[config.mk]
export PLATFORM = sky130hd
export DESIGN_NAME = demux_int
export DESIGN_NICKNAME = d
export VERILOG_FILES = /design/src/rtl/demux_int.sv
export SDC_FILE = /design/constraint.sdc
export NUM_CORES = 1
export LEC_CHECK = 0
export CAP_MARGIN = 25
export CORE_MARGIN = 2
export CORE_UTILIZATION = 30
export CTS_CLUSTER_DIAMETER = 120
export DETAILED_ROUTE_END_ITERATION = 10
export PLACE_DENSITY = 0.57
export SLEW_MARGIN = 20
export SYNTH_ARGS = -nofsm -noshare
export SYNTH_HDL_FRONTEND = slang
export SYNTH_SLANG_ARGS = --single-unit
export TNS_END_PERCENT = 50
[constraint.sdc]
create_clock -name clk -period 2.99 [get_ports clk]
set_input_delay 0.598 -clock clk [delete_from_list [all_inputs] [get_ports clk]]
set_output_delay 0.598 -clock clk [all_outputs]
set_load 0.005 [all_outputs]
[src/rtl/demux_int.sv]
// Two-port dispatcher: routes tagged 32-bit words into per-port FIFOs and
// presents each head until its consumer acknowledges it. Sticky error on acks to an empty port.
module demux_int #(
    parameter int DEPTH = 4,
    parameter int LW    = 3
) (
    input  logic          clk,
    input  logic          rst_n,
    input  logic [0:31]   in_data,
    input  logic          in_valid,
    input  logic          in_dest,
    output logic          out_ready,
    output logic [0:31]   out_data1,
    output logic          out_valid1,
    input  logic          in_ack1,
    output logic [0:31]   out_data2,
    output logic          out_valid2,
    input  logic          in_ack2,
    output logic [LW-1:0] out_level1,
    output logic [LW-1:0] out_level2,
    output logic          out_err
);
    localparam int AW = $clog2(DEPTH);

    logic          w_ack   [2];
    logic          w_full  [2];
    logic          w_valid [2];
    logic          w_bad   [2];
    logic [0:31]   w_data  [2];
    logic [LW-1:0] w_level [2];
    logic          r_err;

    assign w_ack[0] = in_ack1;
    assign w_ack[1] = in_ack2;

    // Ready looks only at the targeted port's level; a same-cycle pop does not help.
    assign out_ready = !w_full[in_dest];

    genvar gi;
    generate
        for (gi = 0; gi < 2; gi++) begin : g_port
            logic [0:31]   r_mem [DEPTH];
            logic [AW-1:0] r_wptr;
            logic [AW-1:0] r_rptr;
            logic [LW-1:0] r_level;
            logic          w_push;
            logic          w_pop;

            assign w_full[gi]  = (r_level == LW'(DEPTH));
            assign w_valid[gi] = (r_level != '0);
            assign w_bad[gi]   = w_ack[gi] && !w_valid[gi];
            assign w_push      = in_valid && !w_full[gi] && (in_dest == 1'(gi));
            assign w_pop       = w_ack[gi] && w_valid[gi];
            assign w_data[gi]  = w_valid[gi] ? r_mem[r_rptr] : '0;
            assign w_level[gi] = r_level;

            // Storage carries no reset; the level alone decides what is valid.
            always_ff @(posedge clk) begin
                if (w_push) begin
                    r_mem[r_wptr] <= in_data;
                end
            end

            always_ff @(posedge clk or negedge rst_n) begin
                if (!rst_n) begin
                    r_wptr  <= '0;
                    r_rptr  <= '0;
                    r_level <= '0;
                end else begin
                    if (w_push) begin
                        r_wptr <= r_wptr + AW'(1);
                    end
                    if (w_pop) begin
                        r_rptr <= r_rptr + AW'(1);
                    end
                    case ({w_push, w_pop})
                        2'b10:   r_level <= r_level + LW'(1);
                        2'b01:   r_level <= r_level - LW'(1);
                        default: r_level <= r_level;
                    endcase
                end
            end
        end
    endgenerate

    always_ff @(posedge clk or negedge rst_n) begin
        if (!rst_n) begin
            r_err <= 1'b0;
        end else if (w_bad[0] || w_bad[1]) begin
            r_err <= 1'b1;
        end
    end

    assign out_data1  = w_data[0];
    assign out_valid1 = w_valid[0];
    assign out_level1 = w_level[0];
    assign out_data2  = w_data[1];
    assign out_valid2 = w_valid[1];
    assign out_level2 = w_level[1];
    assign out_err    = r_err;

endmodule

==> deck_impl_summary.md, run 1 <==
Implementation Results

Critical path
  – CP peak stage delay: 520 ps
  – Crit end category: output port
  – Maximum fanout along the worst path: 13
  – Cell depth of the worst flop-to-flop path: 10
  – WS Path Type: flip-flop to output port
  – CP Depth: 4
  – Critical Path Slowest Stage Cell: mux4_2
  – Worst path bufs/invs: 2
  – Crit path max-delay family: buffers and inverters

Floorplanning
  – Die width: around 190 um
  – Die area: 0.0368 mm^2
  – Die Span Y: between 150 and 200 um
  – Cell row count: ~68

Synth
  – Post-Synthesis Cells: around 490
  – Cell type with the largest total area: edfxtp_1
  – Most frequent cell after synthesis: edfxtp_1
  – Top_reg_cell synth: edfxtp_1
  – Post-Syn Area: 0.0106 mm^2
  – Yosys cell count: 491
  – Ys async rst share: under 10%
  – Top cells by count, synth: edfxtp_1, and2_1, mux4_2

GRT
  – Vias in the first global route: ~5500
  – Gr usage total: about an eighth
  – First-pass GRT wire length: around 34000 um

Clock tree
  – TritonCTS Buffers: 30
  – Clock latency on the worst-skew pair: between 500 and 600 ps
  – Clock Path Buffers: 3
  – Sink Count: about 270
  – CTS H-tree depth: 1

Layout
  – MI comb area: ~0.0023 mm^2
  – Nets: 696
  – Ant diodes: 0
  – Register area: between 0.008 and 0.009 mm^2
  – Final instance area: between 0.01 and 0.015 mm^2

Placement
  – Pre-CTS setup slack: between 300 and 400 ps
  – Detailed placement HPWL: 14200 um
  – Placed Cells incl. Taps: 1060
  – Placed Area: roughly 0.012 mm^2

Power and ir drop
  – VDD IR-drop max: between 500 and 600 uV

Timing
  – Worst Skew: around 8.0 ps
  – Least-Margin Pin Slew: between 700 and 800 ps
  – Crit path time final: 2910 ps
  – RSZ-0062 raised after global routing: yes
  – Setup violators final: 0

Detailed routing
  – DRT iter0 DRCs: ~260
  – Post-DR vias/cell: approximately 4.5
  – Antenna Violating Nets Remaining: 0

Run status
  – Status: completed
## run 1: registers in the layout, indices dropped and copies added (netlist names)
| name | cells |
|---|---|
| out_level2 | 3 |
| out_err | 1 |
| g_port.r_wptr | 4 |
| out_level1 | 3 |
| g_port.r_mem | 256 |
| g_port.r_rptr | 4 |
## run 1: final cells by class
cell class | instances | share of cell area (%)
multi-input combinational | 182 | 17.1
sequential | 271 | 59.5
timing repair buffer | 147 | 11.8
inverter | 14 | 0.387
clock inverter | 16 | 1.21
clock buffer | 37 | 5.88
tap | 455 | 4.19
## run 1: logic make-up after synthesis
logic type | synth area share [%]
flops | 76.2
simple gates | 5.00
mux | 14.0
buf+inv | 1.99
xor+xnor | 0.994
fa+ha+maj | 1.56
compound gates | 0.248
## run 1: report_power, final
group / leakage (nW) / total [W] / switching [W] / internal, W
Sequential: 2.49 / 0.00493 / 0.000252 / 0.00467
Combinational: 1.91 / 0.00449 / 0.00187 / 0.00262
Clock: 0.467 / 0.00355 / 0.00141 / 0.00214
Total: 4.87 / 0.0130 / 0.00353 / 0.00943
## run 1: per-layer routing
layer | GRT usage (%) | part of all wire (%) | vias up
li1 | - | - | 2252
met1 | 16.0 | 43 | 2694
met2 | 22.1 | 51 | 121
met3 | 2.52 | 4.8 | 33
met4 | 2.93 | 1.7 | 0
met5 | 0 | 0 | -
## run 1: final timing paths
check	start	endpoint	slack, ps
min in group clk	out_err	out_err	530
hold / removal	rst_n	out_level1[2]	500
hold reg to reg	out_err	out_err	530
max in group asynchronous	rst_n	g_port[1].r_rptr[1]	1930
setup / recovery	g_port[1].r_rptr[0]	out_data2[5]	80
setup reg to reg	out_level2[2]	out_level2[2]	650
## run 1: repair_timing
item                                    4_1_cts  5_1_grt
resized                                      21       43
pin swaps                                     0        0
buffers inserted                              3        6
endpoints found under the setup margin       47       49
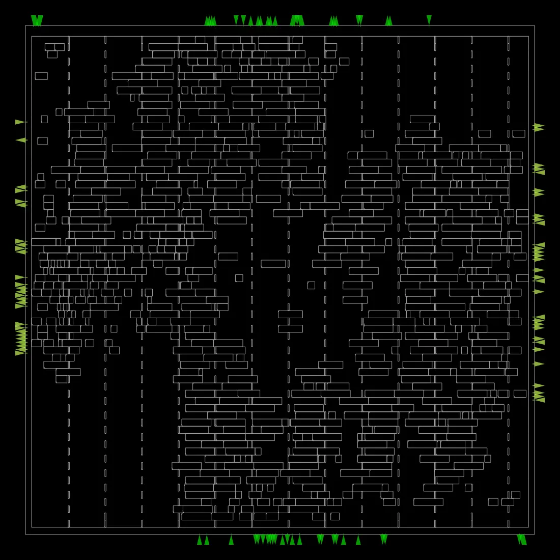
Figure 1: run 1, cell placement.
core region area: 0.0346 mm^2
Seq cells: 271
fin util: 39.2%

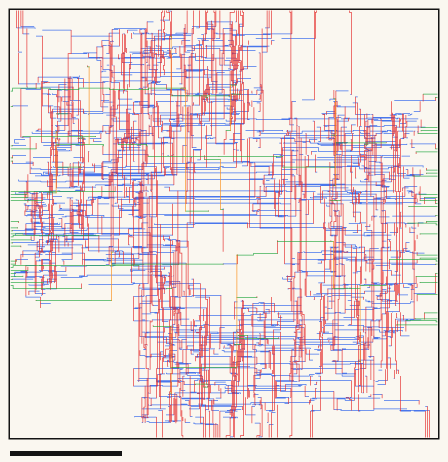
Figure 2: run 1, wiring by layer.
Scale bar: 50 um.
Key: blue = met1 [wire length 9800 um]; orange = met4 [wire length 382 um]; red = met2 [wire length 11600 um]; green = met3 [wire length 1100 um]

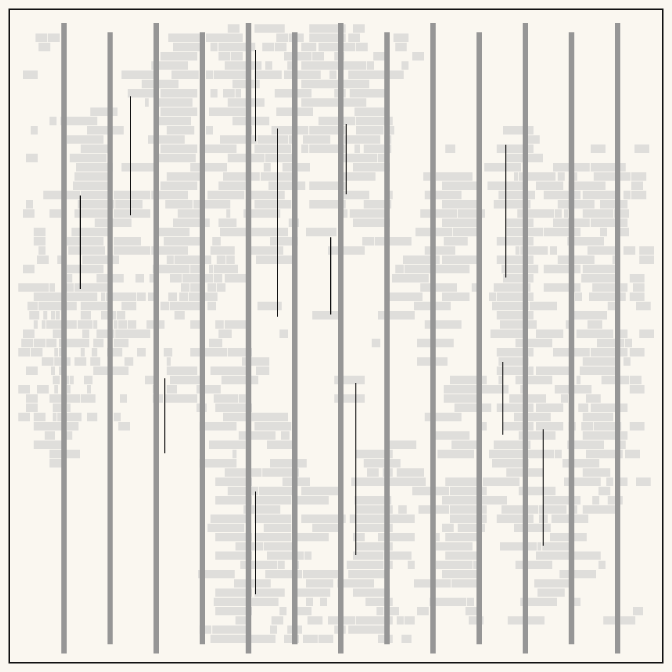
Figure 3: run 1, met4 routing.
Supply wires on this layer in gray.
The longest straight run is 55.1 um. The layer carries 382 um of wire. The wires run mostly vertical. 4 nets have wire on it. The layer holds 1.7% of the routed length.
Vias: 5100
total wire length: 22900 um

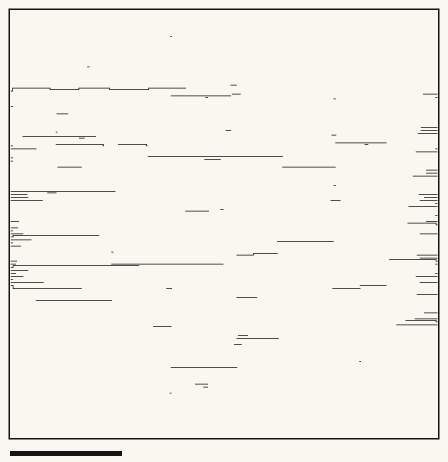
Figure 4: run 1, signal wires on met3.
Scale bar: 50 um.
The longest straight run is 60.3 um. The layer carries 1100 um of wire.

Figure 5. Sizing map (run 1).
Scale bar: 50 um.
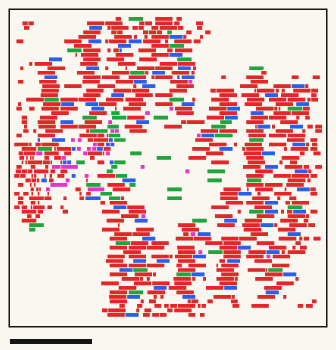

==> run 2, diff against run 1 <==
==> constraint.sdc (replaced) <==
create_clock -name clk -period 2.9 [get_ports clk]
set_input_delay 0.58 -clock clk [delete_from_list [all_inputs] [get_ports clk]]
set_output_delay 0.58 -clock clk [all_outputs]
set_load 0.005 [all_outputs]
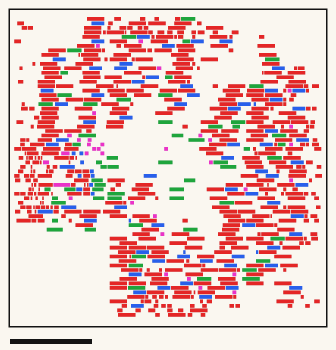
Figure 6: run 2, sizing map.
Scale bar: 50 um.
Key: red = drive 1 or less [cells 505, most used edfxtp_1]; blue = drive 2 [cells 80, most used mux4_2]; magenta = drive 3 to 4 [cells 34, most used buf_4]; green = drive 6 and up [cells 59, most used clkbuf_16]
final instance area: 0.0137 mm^2
Signal buffers: 159
Synth-to-Final Area Change: 29.5%
final setup margin: 84.9 ps

==> run 2 against run 1 <==
Net effect: clock power grew 4%; critical path depth increased by 2; area after synthesis is the same; combinational power rose by 8.5%; highest routed layer is now met5; global-route usage is 0.54 points higher; flip-flop count unchanged; non-clock buffer count rose by 12; sequential share of layout area is 0.54 points lower; routed wire length up 4.8%; clock skew about the same; power increased by 5.0%; critical path type unchanged.
==> deck_impl_summary.md, run 2 <==
Implementation Results

Layout
  – Largest regs: g_port.r_mem x256, g_port.r_rptr x4, g_port.r_wptr x4
  – Largest Register: g_port.r_mem
  – Fin util: about two fifths
  – Max reg flops: 256

Synth
  – Post-Syn Area: about 0.011 mm^2
  – Post-Synthesis Cells: about 490
  – Top_reg_cell synth: edfxtp_1
  – Ys async rst share: between 5 and 6%
  – Most frequent cell after synthesis: edfxtp_1
  – Yosys cell count: approximately 490

Run status
  – Status: completed

Power and ir drop
  – Clk pwr share: about 27%
  – Comb power frac: a little over a third
  – Internal power: just under 0.01 W
  – Net Sw Power: 0.00371 W

Critical path
  – R2r endpoint: out_level2[2]
  – Maximum fanout along the worst path: 11
  – Cell depth of the worst flop-to-flop path: 10
  – Worst reg2reg path startpoint: out_level2[2]
  – Crit path max-delay family: buffers and inverters
  – Worst setup endpoint: out_data2[5]
  – Crit end category: output port
  – CP peak stage delay: 510 ps

Timing
  – Crit path time final: 2820 ps
  – Least-Margin Pin Slew: 689 ps
  – RSZ-0062 raised after global routing: yes

Clock tree
  – Clock Path Buffers: 3
  – Clock latency on the worst-skew pair: approximately 530 ps
  – CTS H-tree depth: 1

GRT
  – Gr usage total: between 10% and 20%
  – Most Crowded Layer GR: met2
  – Met1 Track Usage GR: 16.8%

Floorplanning
  – Core region area: 0.0346 mm^2
  – Cell row count: about 70

Detailed routing
  – Routed wire length on met2: between 10000 and 15000 um
  – Met1 wire length: slightly above 10000 um
  – Total wire length: between 20000 and 25000 um
  – Post-DR vias/cell: around 4.5
  – DR WL met3: roughly 1200 um

Placement
  – Detailed placement HPWL: around 14000 um
-- run 2: cell counts after synthesis --
No cell type changed its count.
-- run 2: worst min path at each step --
stage                               end  slack (ps)  cells after the start
finish              g_port[0].r_wptr[0]         470                      1
global route        g_port[0].r_wptr[0]         520                      1
CTS                 g_port[0].r_wptr[0]         490                      1
detailed placement              out_err         500                      2
global placement                out_err         490                      2
floorplan           g_port[0].r_rptr[0]         280                      0
-- run 2: kinds of logic after synthesis --
| group | after synthesis | share of synthesized area [%] |
|---|---|---|
| buf+inv | 38 | 1.99 |
| compound gates | 5 | 0.248 |
| flops | 271 | 76.2 |
| xor+xnor | 12 | 0.994 |
| simple gates | 86 | 5.00 |
| fa+ha+maj | 12 | 1.56 |
| mux | 67 | 14.0 |
-- run 2: power by group through the flow --
stage,sequential (W),combinational [W],clock [W]
floorplan,0.00500,0.00248,0
global placement,0.00512,0.00472,0
detailed placement,0.00516,0.00479,0
CTS,0.00505,0.00480,0.00380
global route,0.00509,0.00532,0.00397
finish,0.00505,0.00487,0.00370
-- run 2: timing repair --
action	4_1_cts	5_1_grt
endpoints found under the setup margin	64	23
gates cloned	2	1
resized	49	31
pin swaps	0	1
buffers inserted	4	17
hold buffers	0	0
-- run 2: through the flow --
| step | hold WS (ps) | setup slack (ps) |
|---|---|---|
| final | 471 | 84.9 |
| after CTS | 487 | -110 |
| after global routing | 517 | -8.96 |
| after floorplan | 284 | 714 |
| after detailed placement | 504 | 300 |
| after global placement | 488 | 265 |
-- run 2: cell type report --
type	instances	area (um^2)
clock buffers	39	813
multi-input cells	182	2320
inverters	14	52.6
clock inverters	13	163
fillers	3099	20900
repair buffers	159	1710
flip-flops and latches	271	8070
well taps	455	569
Power figures rest on the tool's default switching activity, not on a simulated workload.
